Figure 1. Cell area per tile.
Scale bar: 20 microns. The die is cut into 9 by 9 equal tiles; black is low, pale yellow is high, 0 to 100% covered.
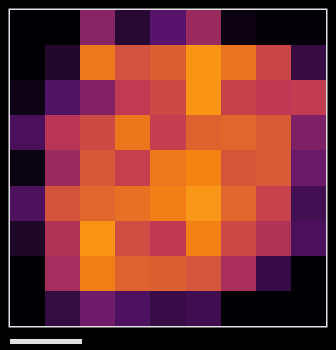
Figure 2. PDN straps and rails.
Scale bar: 20 microns. Pins as bars on the die edge.
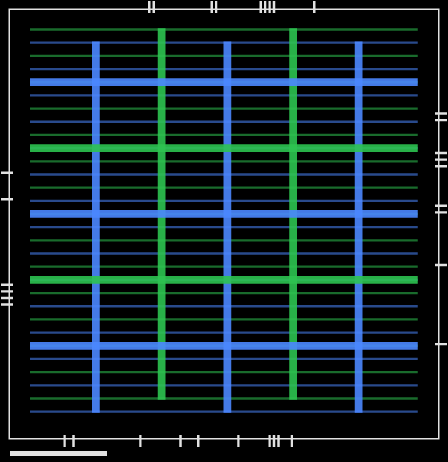
Figure 3. Routing congestion map.
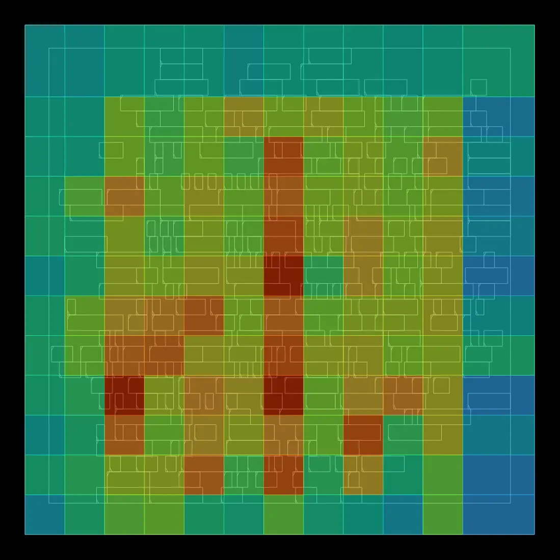
===== src/rtl/keystream_lfsr_gen.sv =====
// Key-byte source for the XOR/PIPO encrypt stage: a 16-bit Galois LFSR seeded over
// an 8-bit bus, serialised eight bits at a time into key bytes with a valid/take handshake.
module keystream_lfsr_gen #(
    parameter int                  LFSR_W       = 16,
    parameter logic [LFSR_W-1:0]   TAPS         = 16'hB400,
    parameter logic [LFSR_W-1:0]   DEFAULT_SEED = 16'hACE1
) (
    input  logic       clk_bar,
    input  logic       clr_bar,
    input  logic [7:0] seed_in,
    input  logic       seed_ld_lo,
    input  logic       seed_ld_hi,
    input  logic       start,
    input  logic       stop,
    input  logic       key_take,
    output logic [7:0] key_out,
    output logic       key_valid,
    output logic       busy,
    output logic [7:0] byte_count,
    output logic       seed_err
);

    typedef enum logic [1:0] {IDLE, GEN, HOLD} state_t;

    state_t            r_state;
    state_t            w_nextState;
    logic [LFSR_W-1:0] r_lfsr;
    logic [7:0]        r_keySr;
    logic [2:0]        r_bitCnt;
    logic [7:0]        r_keyOut;
    logic              r_keyValid;
    logic              r_busy;
    logic [7:0]        r_byteCount;
    logic              r_seedErr;

    logic              w_outBit;
    logic [LFSR_W-1:0] w_lfsrNext;
    logic              w_seedLoad;
    logic              w_startOk;
    logic              w_startZero;
    logic              w_step;
    logic              w_byteDone;
    logic              w_take;
    logic              w_abort;

    assign w_outBit   = r_lfsr[0];
    assign w_lfsrNext = (r_lfsr >> 1) ^ (w_outBit ? TAPS : '0);

    always_ff @(negedge clk_bar or negedge clr_bar) begin
        if (!clr_bar) begin
            r_state <= IDLE;
        end else begin
            r_state <= w_nextState;
        end
    end

    // stop beats start in IDLE and beats key_take in HOLD; seeding is only legal in IDLE
    always_comb begin
        w_nextState = r_state;
        w_seedLoad  = 1'b0;
        w_startOk   = 1'b0;
        w_startZero = 1'b0;
        w_step      = 1'b0;
        w_byteDone  = 1'b0;
        w_take      = 1'b0;
        w_abort     = 1'b0;
        case (r_state)
            IDLE: begin
                if (start && !stop) begin
                    if (r_lfsr == '0) begin
                        w_startZero = 1'b1;
                    end else begin
                        w_startOk   = 1'b1;
                        w_nextState = GEN;
                    end
                end else begin
                    w_seedLoad = seed_ld_lo | seed_ld_hi;
                end
            end
            GEN: begin
                if (stop) begin
                    w_abort     = 1'b1;
                    w_nextState = IDLE;
                end else begin
                    w_step = 1'b1;
                    if (r_bitCnt == 3'd7) begin
                        w_byteDone  = 1'b1;
                        w_nextState = HOLD;
                    end
                end
            end
            HOLD: begin
                if (stop) begin
                    w_abort     = 1'b1;
                    w_nextState = IDLE;
                end else if (key_take) begin
                    w_take      = 1'b1;
                    w_nextState = GEN;
                end
            end
            default: w_nextState = IDLE;
        endcase
    end

    always_ff @(negedge clk_bar or negedge clr_bar) begin
        if (!clr_bar) begin
            r_lfsr      <= DEFAULT_SEED;
            r_keySr     <= '0;
            r_bitCnt    <= '0;
            r_keyOut    <= '0;
            r_keyValid  <= 1'b0;
            r_busy      <= 1'b0;
            r_byteCount <= '0;
            r_seedErr   <= 1'b0;
        end else begin
            r_busy <= (w_nextState != IDLE);
            if (w_seedLoad) begin
                if (seed_ld_lo) r_lfsr[7:0]  <= seed_in;
                if (seed_ld_hi) r_lfsr[15:8] <= seed_in;
                r_seedErr <= 1'b0;
            end
            if (w_startZero) r_seedErr <= 1'b1;
            if (w_startOk) begin
                r_seedErr <= 1'b0;
                r_bitCnt  <= '0;
            end
            if (w_step) begin
                r_lfsr   <= w_lfsrNext;
                r_keySr  <= {r_keySr[6:0], w_outBit};
                r_bitCnt <= r_bitCnt + 3'd1;
            end
            // the eighth bit bypasses key_sr so the byte is presented on the same edge
            if (w_byteDone) begin
                r_keyOut    <= {r_keySr[6:0], w_outBit};
                r_keyValid  <= 1'b1;
                r_byteCount <= r_byteCount + 8'd1;
            end
            if (w_take || w_abort) r_keyValid <= 1'b0;
            if (w_abort) r_bitCnt <= '0;
        end
    end

    assign key_out    = r_keyOut;
    assign key_valid  = r_keyValid;
    assign busy       = r_busy;
    assign byte_count = r_byteCount;
    assign seed_err   = r_seedErr;

endmodule


===== config.mk =====
export PLATFORM = sky130hd
export DESIGN_NAME = keystream_lfsr_gen
export DESIGN_NICKNAME = d
export VERILOG_FILES = /design/src/rtl/keystream_lfsr_gen.sv
export SDC_FILE = /design/constraint.sdc
export NUM_CORES = 1
export LEC_CHECK = 0
export ABC_CLOCK_PERIOD_IN_PS = 2400
export CELL_PAD_IN_SITES_DETAIL_PLACEMENT = 1
export CELL_PAD_IN_SITES_GLOBAL_PLACEMENT = 2
export CORE_MARGIN = 4
export CORE_UTILIZATION = 35
export CTS_CLUSTER_DIAMETER = 150
export DETAILED_ROUTE_END_ITERATION = 8
export MAX_ROUTING_LAYER = met4
export PLACE_DENSITY = 0.9
export SLEW_MARGIN = 20
export SYNTH_ARGS = -nofsm -noshare
export SYNTH_HDL_FRONTEND = slang
export SYNTH_SLANG_ARGS = --single-unit

===== constraint.sdc =====
create_clock -name clk_bar -period 2.4 [get_ports clk_bar]
set_input_delay 0.24 -clock clk_bar [delete_from_list [all_inputs] [get_ports clk_bar]]
set_output_delay 0.24 -clock clk_bar [all_outputs]
set_load 0.05 [all_outputs]

==> ds_physical_params.txt <==
Table: implementation figures

Parameter                              Value

Clocking
  Resize count post-CTS    5
  Setup bufs post-CTS    6
  Htree depth    2
  Root buffer cell    sky130_fd_sc_hd__clkbuf_8
  Insertion Delay late pin    360 ps
  CTS sink cnt    47
  CTS tree    yes
  Maximum clock insertion buffer count    2
  Num CTS Buffers    5
  Clock edge transition at the registers on the reported setup and hold paths    60 ps
  Post-cts hold buffer count    0

Power
  Seq. pwr    1.34 mW
  Share of total power in sequential cells    48.3%
  Net switching share of the total power    35.33%
  Power of the clock network    0.628 mW
  Peak supply drop    0.4378 mV
  Heaviest power group    registers
  Static Leakage    1.550 nW
  Power drawn by the combinational cells    0.803 mW
  Internal Power    1.790 mW
  Power Density    863.2 mW/mm^2
  Clock share of power    22.7%
  Total power after layout    2.767 mW
  Total net switching power    0.9775 mW
  Share of power burned in combinational logic    29.0%

Timing
  Final Hold Viols    0
  Final tally of max-slew violations    0
  Setup repair after global routing missed its margin    yes
  Setup TNS    0 ps
  Normalized max-slew margin    77.25%
  Worst hold slack    439.7 ps
  Transition at the pin with the smallest max-transition slack    336.5 ps
  Final setup vio count    0
  Clock skew    63.60 ps
  PnR worst setup slack    7.927 ps

Synth
  Top-area cell share    43.19%
  Simple-gate share of the synthesized area    17.77%
  Share of async-settable or async-resettable flops after synthesis    100.0%
  Yosys warning count    0
  Instance count of the mapped netlist    207
  Cell with the most instances after synthesis    sky130_fd_sc_hd__nand2_1
  Most instantiated flip-flop cell in the synthesis netlist    sky130_fd_sc_hd__dfrtn_1
  Post-synthesis instance area    0.002260 sq mm
  Flip-flops with a built-in enable    0
  Main area contributors after synthesis    sky130_fd_sc_hd__dfrtn_1 (43%), sky130_fd_sc_hd__dfstp_2 (9.3%), sky130_fd_sc_hd__nand2_1 (8.0%), sky130_fd_sc_hd__mux2i_1 (7.1%), sky130_fd_sc_hd__mux2_2 (4.0%)
  Fa+ha+maj area frac    3.876%
  Xor/xnor share    3.876%
  Number of cells in Yosys stat    207
  Number of flip-flops and latches in the synthesized netlist    47
  Chip area in the Yosys report    0.002260 sq mm
  Dominant comb cell    simple AND/OR/NAND/NOR gates
  Proportion of synthesized chip area in sequential cells    52.49%
  Floorplan net count    229
  Number of library cell types mapped by synthesis    35
  Post-synthesis average cell area    10.92 sq um
  Top cell type by total area after synthesis    sky130_fd_sc_hd__dfrtn_1
  Fraction of the mapped netlist area in compound gates    7.807%
  Most frequent cells after synthesis    sky130_fd_sc_hd__nand2_1 (48), sky130_fd_sc_hd__dfrtn_1 (39), sky130_fd_sc_hd__mux2i_1 (16)
  Mux area share    11.07%

Final layout
  Post-layout instance count excluding filler cells    340
  Total area of sequential cells    0.001186 sq mm
  Total non-filler cell area in the finished layout    0.003206 sq mm
  Number of flip-flops in the largest register    16
  Filler cell count in the final layout    674
  Fraction of final layout cells sized beyond drive strength 1    30.42%
  Total number of nets in the final design    284
  Largest reg by FF count    r_lfsr
  Most used logic cell in the final layout    sky130_fd_sc_hd__nand2_1
  Final Util    50.77%
  Final antenna diode count    0
  Comb. cell area    0.001040 sq mm
  Area added between synthesis and finish    41.86%
  Most frequent cells in the layout    sky130_fd_sc_hd__nand2_1 (48), sky130_fd_sc_hd__dfrtn_1 (39), sky130_fd_sc_hd__buf_12 (23)

Critical path
  Arr. time, crit path    2150 ps
  Largest delay share family, worst path    flip-flops
  Highest cell delay on the worst timing path    490 ps
  Worst Path Class, Setup    flip-flop to output port
  Worst Path Buf+Inv    1
  CP Data Required Time    2160 ps
  Slowest library cell on the worst path    sky130_fd_sc_hd__dfrtn_1
  Type of destination of the critical path    output port
  Worst-path fanout max    3
  Slack of the worst reg-to-reg path    620 ps
  CP Launch Type    flip-flop
  Beginning of the worst register-to-register path    r_bitCnt[0]$_DFFE_NN0P_
  List of cells traversed by the critical path    buf_12
  R2R Path End    busy$_DFF_NN0_
  Cell depth of the worst flop-to-flop path    6

Min path
  Hold crit path type    flip-flop to flip-flop
  Startpoint of the tightest hold check path    r_keySr[6]$_DFFE_NN0P_
  Worst hold path depth    2
  Endpoint with the worst hold slack    r_keySr[6]$_DFFE_NN0P_

Global route
  Combined global-route utilization of all metal layers    14.72%
  Number of global-route vias before repair    1846
  Pin count of the biggest net entering global routing    48
  Overflow left after global routing    0
  First-pass GRT wire length    8707 microns
  Met1 demand-to-capacity share in global routing    16.93%
  M3 GR Usage    2.793%
  Initial antenna violation count    0

Detailed routing
  Pre-Repair DR Iteration Count    4
  Drc violations    0
  DR WL/cell    15.35 microns
  DR vias/cell    5.021
  Iteration-0 DRC Markers    53
  Met3 layer wire length in the routed design    134 microns
  Wl on met1    2205 microns
  Routed met2 length    2801 microns
  Remaining antenna violation count after routing    0
  Final wirelength    5219 microns
  Uppermost signal routing layer after detailed routing    met4
  Number of vias after detailed routing    1707

Placement
  Last weighted congestion value of the routability-driven placer    0.7337
  Detailed Place HPWL    3613 microns
  Cell count after placement    315
  I/O Buffers    33
  Cell area after placement    0.002945 sq mm
  Pre-CTS worst setup slack    -550.6 ps

Floorplan
  Number of rows created at floorplan    29
  Std-Cell Core Area    0.006314 sq mm
  I/O pin count    34
  FP Core Util    35.79%
  Die height    88.35 microns
  Die X-Extent    88.35 microns
  Chip Area    0.007806 sq mm

Status
  Run status    finished clean

Job
  Number of warnings in the stage logs    39
  Max-capacitance violation count    0
Back to the opening pictures, Figure 1:
mean over tiles: 40%
tiles over 75% full: 4.9%
densest ninth of the die: center
fullest tile: 77%

Back to the opening pictures, Figure 2:
[blue] VSS
[green] VDD
met5 straps: 5
rows: 29
met1 rails: 30
met4 straps: 5
signal pins: 34

Back to the opening pictures, Figure 3:
layer carrying the most global-route usage: met2
met2 Resource Use GR: 25.49%

## worst max-delay path by stage
stage | startpoint | endpoint | slack (ps) | cells after the start
final | byte_count[1]$_DFFE_NN0P_ | byte_count[1] | 8 | 1
after CTS | byte_count[1]$_DFFE_NN0P_ | byte_count[1] | -20 | 1
after global routing | byte_count[1]$_DFFE_NN0P_ | byte_count[1] | -30 | 1
after global placement | stop | r_bitCnt[0]$_DFFE_NN0P_ | -520 | 5
after detailed placement | stop | r_bitCnt[1]$_DFFE_NN0P_ | -550 | 5
after floorplan | stop | busy$_DFF_NN0_ | 10 | 5
## cell type report
type	instances	area share [%]
Tap cell	77	3.005
Clock inverter	9	1.210
Inverter	3	0.3513
Timing Repair Buffer	52	22.64
Multi-Input combinational cell	145	32.44
Clock buffer	7	3.357
Sequential cell	47	37.00
Power and IR drop assume default switching activity.
